Design bt_cmd_seq, sky130hd; sources not shown.
Fig. 1: run 1, clock wires, drivers and flops
Drawn at 4 px/um.
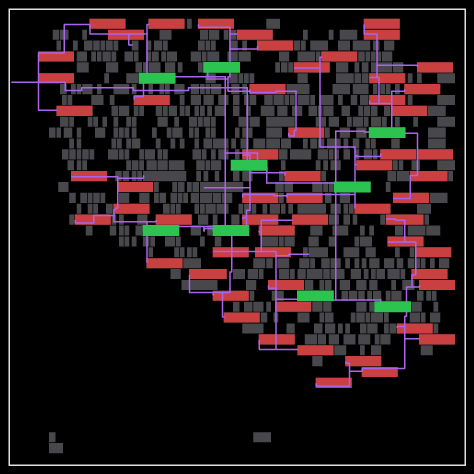
[flip-flops] red | count: 59
[clock drivers] green | count: 9
[clock wires] purple | length: 952 um
flops lie: all over the die
Late-Pin Clk Latency: 0.33 ns
Clk power: 2.08 mW
Clock Power Share: 57.0%

Fig. 2: run 1, cell classes on the final placement
Drawn at 2 px/um.
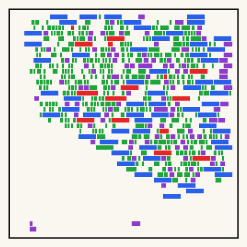
| class | color | cells | share of their area |
|---|---|---|---|
| clock drivers and dummy loads | red | 15 | 6.6% |
| sequential cells | blue | 59 | 31% |
| remaining buffers and delay cells | purple | 100 | 18% |
| combinational and other logic | green | 413 | 45% |
# rows: 40
flop share of the area: 29.87%
final core utilization: 41.77%
Finished Cell Area: 0.004955 mm^2

Fig. 3: run 1, nets reached from selected ports
Drawn at 4 px/um.
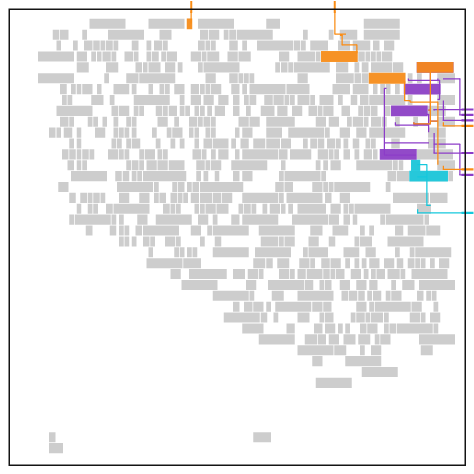
| port | color | direction | edge | end cells | buffers | wire |
|---|---|---|---|---|---|---|
| `prev_n` | cyan | input | right | 2 | 1 | 27.9 um |
| `cmd_len` | orange | output | 2 right, 2 top | 4 | 3 | 85.9 um |
| `cmd_start` | purple | output | right | 4 | 5 | 147 um |
# IOs: 17
# port buffers: 15

Fig. 4: run 1, the clock network
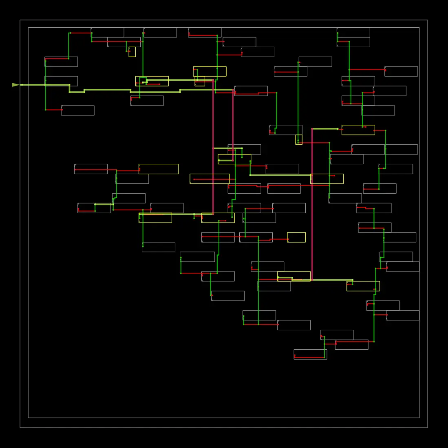
flop count: 59
clock sink count: 59
Clock buffer cells: 10
clock buffer count from CTS: 9

==> changes_impl.md, run 1 <==
### Physical design

* Post-synth seq share at about 41%
* # nets final at 598
* Post-Syn Instances at 485
* Final Hold Fails at 0
* CP Class: flop to flop
* Setup Viol. Count Final at 35
* Filler Cell Count at 1188
* Area share, top type at approximately two fifths
* Final Max Tran Viols at 0
* Net count after synthesis at 500
* Die Width at 113.6 um
* CTS tree: yes
* First-pass GRT wire length at 16.07 mm
* Diode count at 0
* Vias per inst at 4.763
* Clock root buffer: clkbuf_16
* Synth Warn # at 0
* Worst-case reg-to-reg path depth at 12
* Crit end category: flop
* Crit path arrival time at 1.86 ns
* Setup WS post-layout at -0.1454 ns
* Layout cells sized above 1 at roughly 25%
* Top cells by area, synth: dfrtp_1 (40%), nand2_1 (15%), nand3_1 (6.4%)
* Area leader, netlist: dfrtp_1
* Pwr Total at 3.652 mW
* Placed cells at 713
* Placed cell area at ~0.0045 mm^2
* PwrDens at roughly 740 mW/mm^2
* Status: finished, violations left
* Yosys cell count at around 490
* Chip Height at around 110 um
* Placer congestion estimate at 0.9147
* Overall routed net length at 9.379 mm
* Reg clk slew, reported paths at 0.05 ns
* Mapped cell area at 0.003605 mm^2
* RSZ-0062 raised after global routing: true
* Synth flops at 59
* Mean area per synthesized cell at 7.432 um^2
* Comb area at 0.001917 mm^2
* Worst slack, placed at -0.2923 ns
* Remaining DRCs at 0
* GRT Util Overall at 15.48%
* Max cap viols at 0
* Peak supply drop at between 0.0004 and 0.0005 V
* Cycle use final at 109.1%
* Tmin final at 1.745 ns
* Core area at 0.01186 mm^2
* Reg-to-reg setup timing slack at -0.15 ns
* Lkg Pwr at 2.533 nW
* Setup TNS at -3.213 ns
* CP max FO at 21
* Chip Area, Yosys at 0.003605 mm^2
* Total grt overflow at 0
* DP HPWL at ~7 mm
* Max Clk Rate at about 0.57 GHz
* Initial antenna violation count at 0
* Worst hold path type: flop to flop
* WHS at roughly 0.37 ns
* Final cell count without fillers at 734
* Worst setup SP type: flop
* Cell Type Count at 35
* Core Util at FP at 30.39%
* Failing checks: negative setup slack
* Drt pass-1 iters at 4
* Max reg flops at 20
* Initial DRC Count at 259
* CTS max path bufs at 2
* Via count at 3496
* Vias in the first global route at 3449
* Routed Antenna Nets at 0
* Largest net degree at the start of global routing at 22
* Log Warnings at 34
* Die area at 0.01291 mm^2
* Avg WL per Cell at 12.78 um
* Clock H-tree levels at 3
* Register Area at 0.001480 mm^2
* Req. time, crit path at 1.71 ns
* P&R area growth vs syn at 37.45%
* Hold Path Stages at 1
-- run 1: cells in the mapped netlist --
cell type and count:
a21oi_1 4, a31o_2 1, a31oi_1 1, and2_1 1
buf_2 3, buf_4 3, buf_6 4, clkbuf_1 3
clkinv_1 1, conb_1 1, dfrtp_1 57, dfstp_2 2
ha_1 10, inv_1 53, inv_2 1, nand2_1 140
nand2_2 5, nand3_1 46, nand3_2 1, nand3b_1 3
nand4_1 22, nor2_1 57, nor2_2 3, nor2_4 5
nor3_1 7, nor4_1 2, o2111ai_1 1, o21a_1 1
o21ai_0 8, o21ai_1 6, o21bai_1 3, o22ai_1 3
or2_2 1, xnor2_1 10, xor2_1 16
-- run 1: routing by layer --
layer	part of all wire (%)	vias to the layer above	wire (um)	track usage (%)
li1	-	1754	-	-
met3	3.8	8	352	3.932
met5	0	-	0	0
met4	1.1	0	99	4.878
met2	49	65	4592	25.79
met1	46	1669	4334	19.79
-- run 1: worst max-delay path, cell delays in order, from the launching register on --
cell and delay, ns:
dfrtp_1 0.37, inv_1 0.06, ha_2 0.17, nand2_2 0.05
nor2_2 0.10, nand2_2 0.08, nor2_4 0.12, nor2_4 0.09
nor2_4 0.10, nand3_2 0.09, buf_12 0.17, nand2_1 0.07
nand3_1 0.07
-- run 1: cells in the final DEF, fill, tap and decap left out, types with 4 or more instances in the layout --
cell type,Yosys,layout
ha_1,10,7
buf_4,3,80
nor2_2,3,10
nor3_1,7,6
o21ai_1,6,9
xor2_1,16,16
nor2_1,57,49
nand2_1,140,134
inv_2,1,4
nor2_4,5,6
nand2_2,5,11
inv_1,53,49
nand4_1,22,22
nand3_1,46,45
o21ai_0,8,4
dlymetal6s2s_1,0,11
xnor2_1,10,10
clkbuf_16,0,9
dfrtp_1,57,56
-- run 1: kinds of logic after synthesis --
group                      share of synthesized area, %
DFF                                               41.03
buffers and inverters                             8.330
and+or+nand+nor                                   36.24
xor gates and xnor gates                          6.317
adders and majority gates                         3.471
other                                            0.1040
AOI/OAI and AO/OA                                 4.513
-- run 1: area by class of cell --
type                            count  area share [%]
Clock buffer                       10           4.823
Timing Repair Buffer              100           17.07
Tap cell                          147           3.712
Sequential cell                    59           29.87
Multi-Input combinational cell    358           38.69
Inverter                           55           4.268
Clock inverter                      5           1.566
-- run 1: where the power goes --
group          total [mW]  internal [mW]  switching, mW
Clock                2.08           1.39          0.692
Sequential           1.50           1.50       0.000506
Combinational      0.0724         0.0231         0.0493
Total                3.65           2.91          0.741
==> run 2: changes to the inputs <==
- CAP_MARGIN: 20 -> not set
- CORE_MARGIN: 2 -> 1
Fig. 5: run 2, cell classes on the final placement
Drawn at 2 px/um.
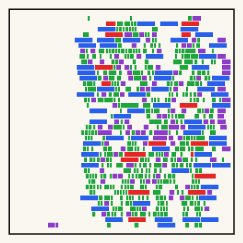
| class | color | cells | share of their area |
|---|---|---|---|
| combinational and other logic | green | 413 | 44% |
| remaining buffers and delay cells | purple | 108 | 19% |
| sequential cells | blue | 59 | 30% |
| clock drivers and dummy loads | red | 16 | 7.4% |
core area: 0.01156 mm^2
Finished Cell Area: 0.005099 mm^2
flop share of the area: 29.01%
final core utilization: 44.09%
# rows: 39

==> run 2 against run 1 <==
Net effect: the run ends with design-rule violations, negative setup slack left; area after synthesis is the same; final area grew 2.9%; count of clock-buffer cells in the layout grew 2; die size shrank 3.5%; sequential share of layout area shrank 0.87 points; critical path type unchanged; critical endpoint is now tmo_cnt[19].
==> changes_impl.md, run 2 <==
### Physical design

* Post-Syn Instances at just under 500
* Most common cell in the netlist: nand2_1
* Status: finished, violations left
* Layout cells sized above 1 at 25.84%
* Clock root buffer: clkbuf_16
* Core Util at FP at between 30% and 40%
* Comb area at 0.001936 mm^2
* Clock buffer count from CTS at 9
* Total grt overflow at 0
* Lkg Pwr at about 2.6 nW
* Final Max Tran Viols at 0
* Chip Area, Yosys at 0.003605 mm^2
* Reg-to-reg setup timing slack at -0.14 ns
* Mapped cell area at 0.003605 mm^2
* Largest net degree at the start of global routing at 39
* Placed cell area at 0.004523 mm^2
* Setup WS post-layout at -0.1414 ns
* Post-synthesis async set-or-reset flop share at 100.0%
* Die area at 0.01246 mm^2
* Req. time, crit path at 1.71 ns
* PwrDens at 761.1 mW/mm^2
* Cell Type Count at 35
* CP Class: flop to flop
* Die Width at 111.6 um
* Filler Cell Count at 1108
* Clock H-tree levels at 3
* Worst setup SP type: flop
* # nets final at 606
* Reg clk slew, reported paths at 0.05 ns
* Yosys cell count at 485
* Worst-case reg-to-reg path depth at 10
* CTS tree: yes
* Slowest stage cell, crit path: dfrtp_1
* RSZ-0062 raised after global routing: true
* Area leader, netlist: dfrtp_1
* Max Clk Rate at 0.5742 GHz
* Late-Pin Clk Latency at 0.33 ns
* Mean area per synthesized cell at 7.432 um^2
* Via count at approximately 3500
* P&R area growth vs syn at 41.44%
* Ys flop type: dfrtp_1
* Drt pass-1 iters at 6
* Crit end category: flop
* Max reg flops at 20
* Most frequent cells after synthesis: nand2_1 (140), dfrtp_1 (57), nor2_1 (57)
* GRT Util Overall at 15.92%
* Most numerous logic cell after layout: nand2_1
* Final Hold Fails at 0
* Avg WL per Cell at between 10 and 15 um
* First-pass GRT wire length at 15.70 mm
* Setup Viol. Count Final at 37
* DP HPWL at 6.810 mm
* Routed Antenna Nets at 0
* Remaining DRCs at 3
* Peak supply drop at between 0.0005 and 0.0006 V
* # IOs at 17
* Pwr Total at a little under 4 mW
* Post-synth seq share at 41.03%
* CTS max path bufs at 2
* Top Layout Cells: nand2_1 (129), buf_4 (85), dfrtp_1 (57), nor2_1 (52), inv_1 (50)
* Placed cells at around 720
* Final cell count without fillers at 739
* Area share, top type at 39.57%
* Vias in the first global route at 3418
* Diode count at 0
* Crit-path cells: inv_1 -> ha_2 -> nand3b_1 -> nand2_1 -> nor2_1 -> nor2_1 -> nand3_4 -> buf_12 -> nand2_2 -> nand3_1
* Worst hold path type: input pin to async pin
* # port buffers at 15
* Register Area at 0.001479 mm^2
* Overall routed net length at 9.203 mm
* Placer congestion estimate at ~0.86
* Chip Height at 111.6 um
* Vias per inst at 4.683
* Crit path arrival time at 1.86 ns
* Max cap viols at 0
* CP max FO at 11
* Top cells by area, synth: dfrtp_1 (40%), nand2_1 (15%), nand3_1 (6.4%)
* Initial antenna violation count at 0
* Log Warnings at 34
* Initial DRC Count at 184
* Clock sink count at a little under 60
* Tmin final at between 1.5 and 2 ns
* Number of flops mapped to enable cells by yosys at 0
* Crit-path most repeated cell: nor2_1
* Net count after synthesis at approximately 500
* Failing checks: design-rule violations, negative setup slack
* Synth Warn # at 0
* Slowest stage delay, CP at 0.34 ns
* Synth flops at about 59
* Cycle use final at 108.8%
-- run 2: critical path, delay by kind of cell, from the launching register on --
kind                     cells  cell delay (ns)
AND/OR/NAND/NOR              7             0.78
buffers and inverters        2             0.22
flip-flops                   1             0.34
adder cells (fa/ha/maj)      1             0.18
-- run 2: kinds of logic after synthesis --
kind of cell    Yosys count  share of synthesized area (%)
simple gates            293                          36.24
buf+inv                  68                          8.330
flops                    59                          41.03
compound gates           28                          4.513
xor+xnor                 26                          6.317
fa+ha+maj                10                          3.471
other cells               1                         0.1040
-- run 2: metrics by stage --
stage / setup TNS (ns) / setup WS [ns] / utilization [%] / hold slack, ns
floorplan: -0.6063 / -0.03916 / - / 0.004409
detailed placement: -9.710 / -0.3417 / 39.11 / 0.1613
global route: -8.750 / -0.2629 / 44.09 / 0.3448
global placement: -8.990 / -0.3052 / 39.11 / 0.1543
finish: -2.889 / -0.1414 / 44.09 / 0.3388
CTS: -6.916 / -0.2015 / 42.24 / -0.2008
-- run 2: area by class of cell --
| type | instances | area share (%) |
|---|---|---|
| clock buffers | 12 | 5.227 |
| inverters | 55 | 4.196 |
| repair buffers | 108 | 18.23 |
| flip-flops and latches | 59 | 29.01 |
| well taps | 143 | 3.509 |
| clock inverters | 4 | 1.865 |
| multi-input cells | 358 | 37.96 |
-- run 2: per-layer routing --
metal / share of wire, % / vias up / GRT usage [%] / wire length (um)
met4: 1.5 / 0 / 6.396 / 136
met2: 47 / 66 / 25.83 / 4366
met5: 0 / - / 0 / 0
met3: 3.8 / 12 / 4.137 / 346
li1: - / 1768 / - / -
met1: 47 / 1615 / 20.18 / 4354
-- run 2: where the power goes --
part	switching (mW)	total [mW]	internal, mW
sequential	0.000702	1.50	1.50
combinational	0.0486	0.0702	0.0216
clock	0.668	2.31	1.64
total	0.717	3.88	3.16
Power figures rest on the tool's default switching activity, not on a simulated workload.
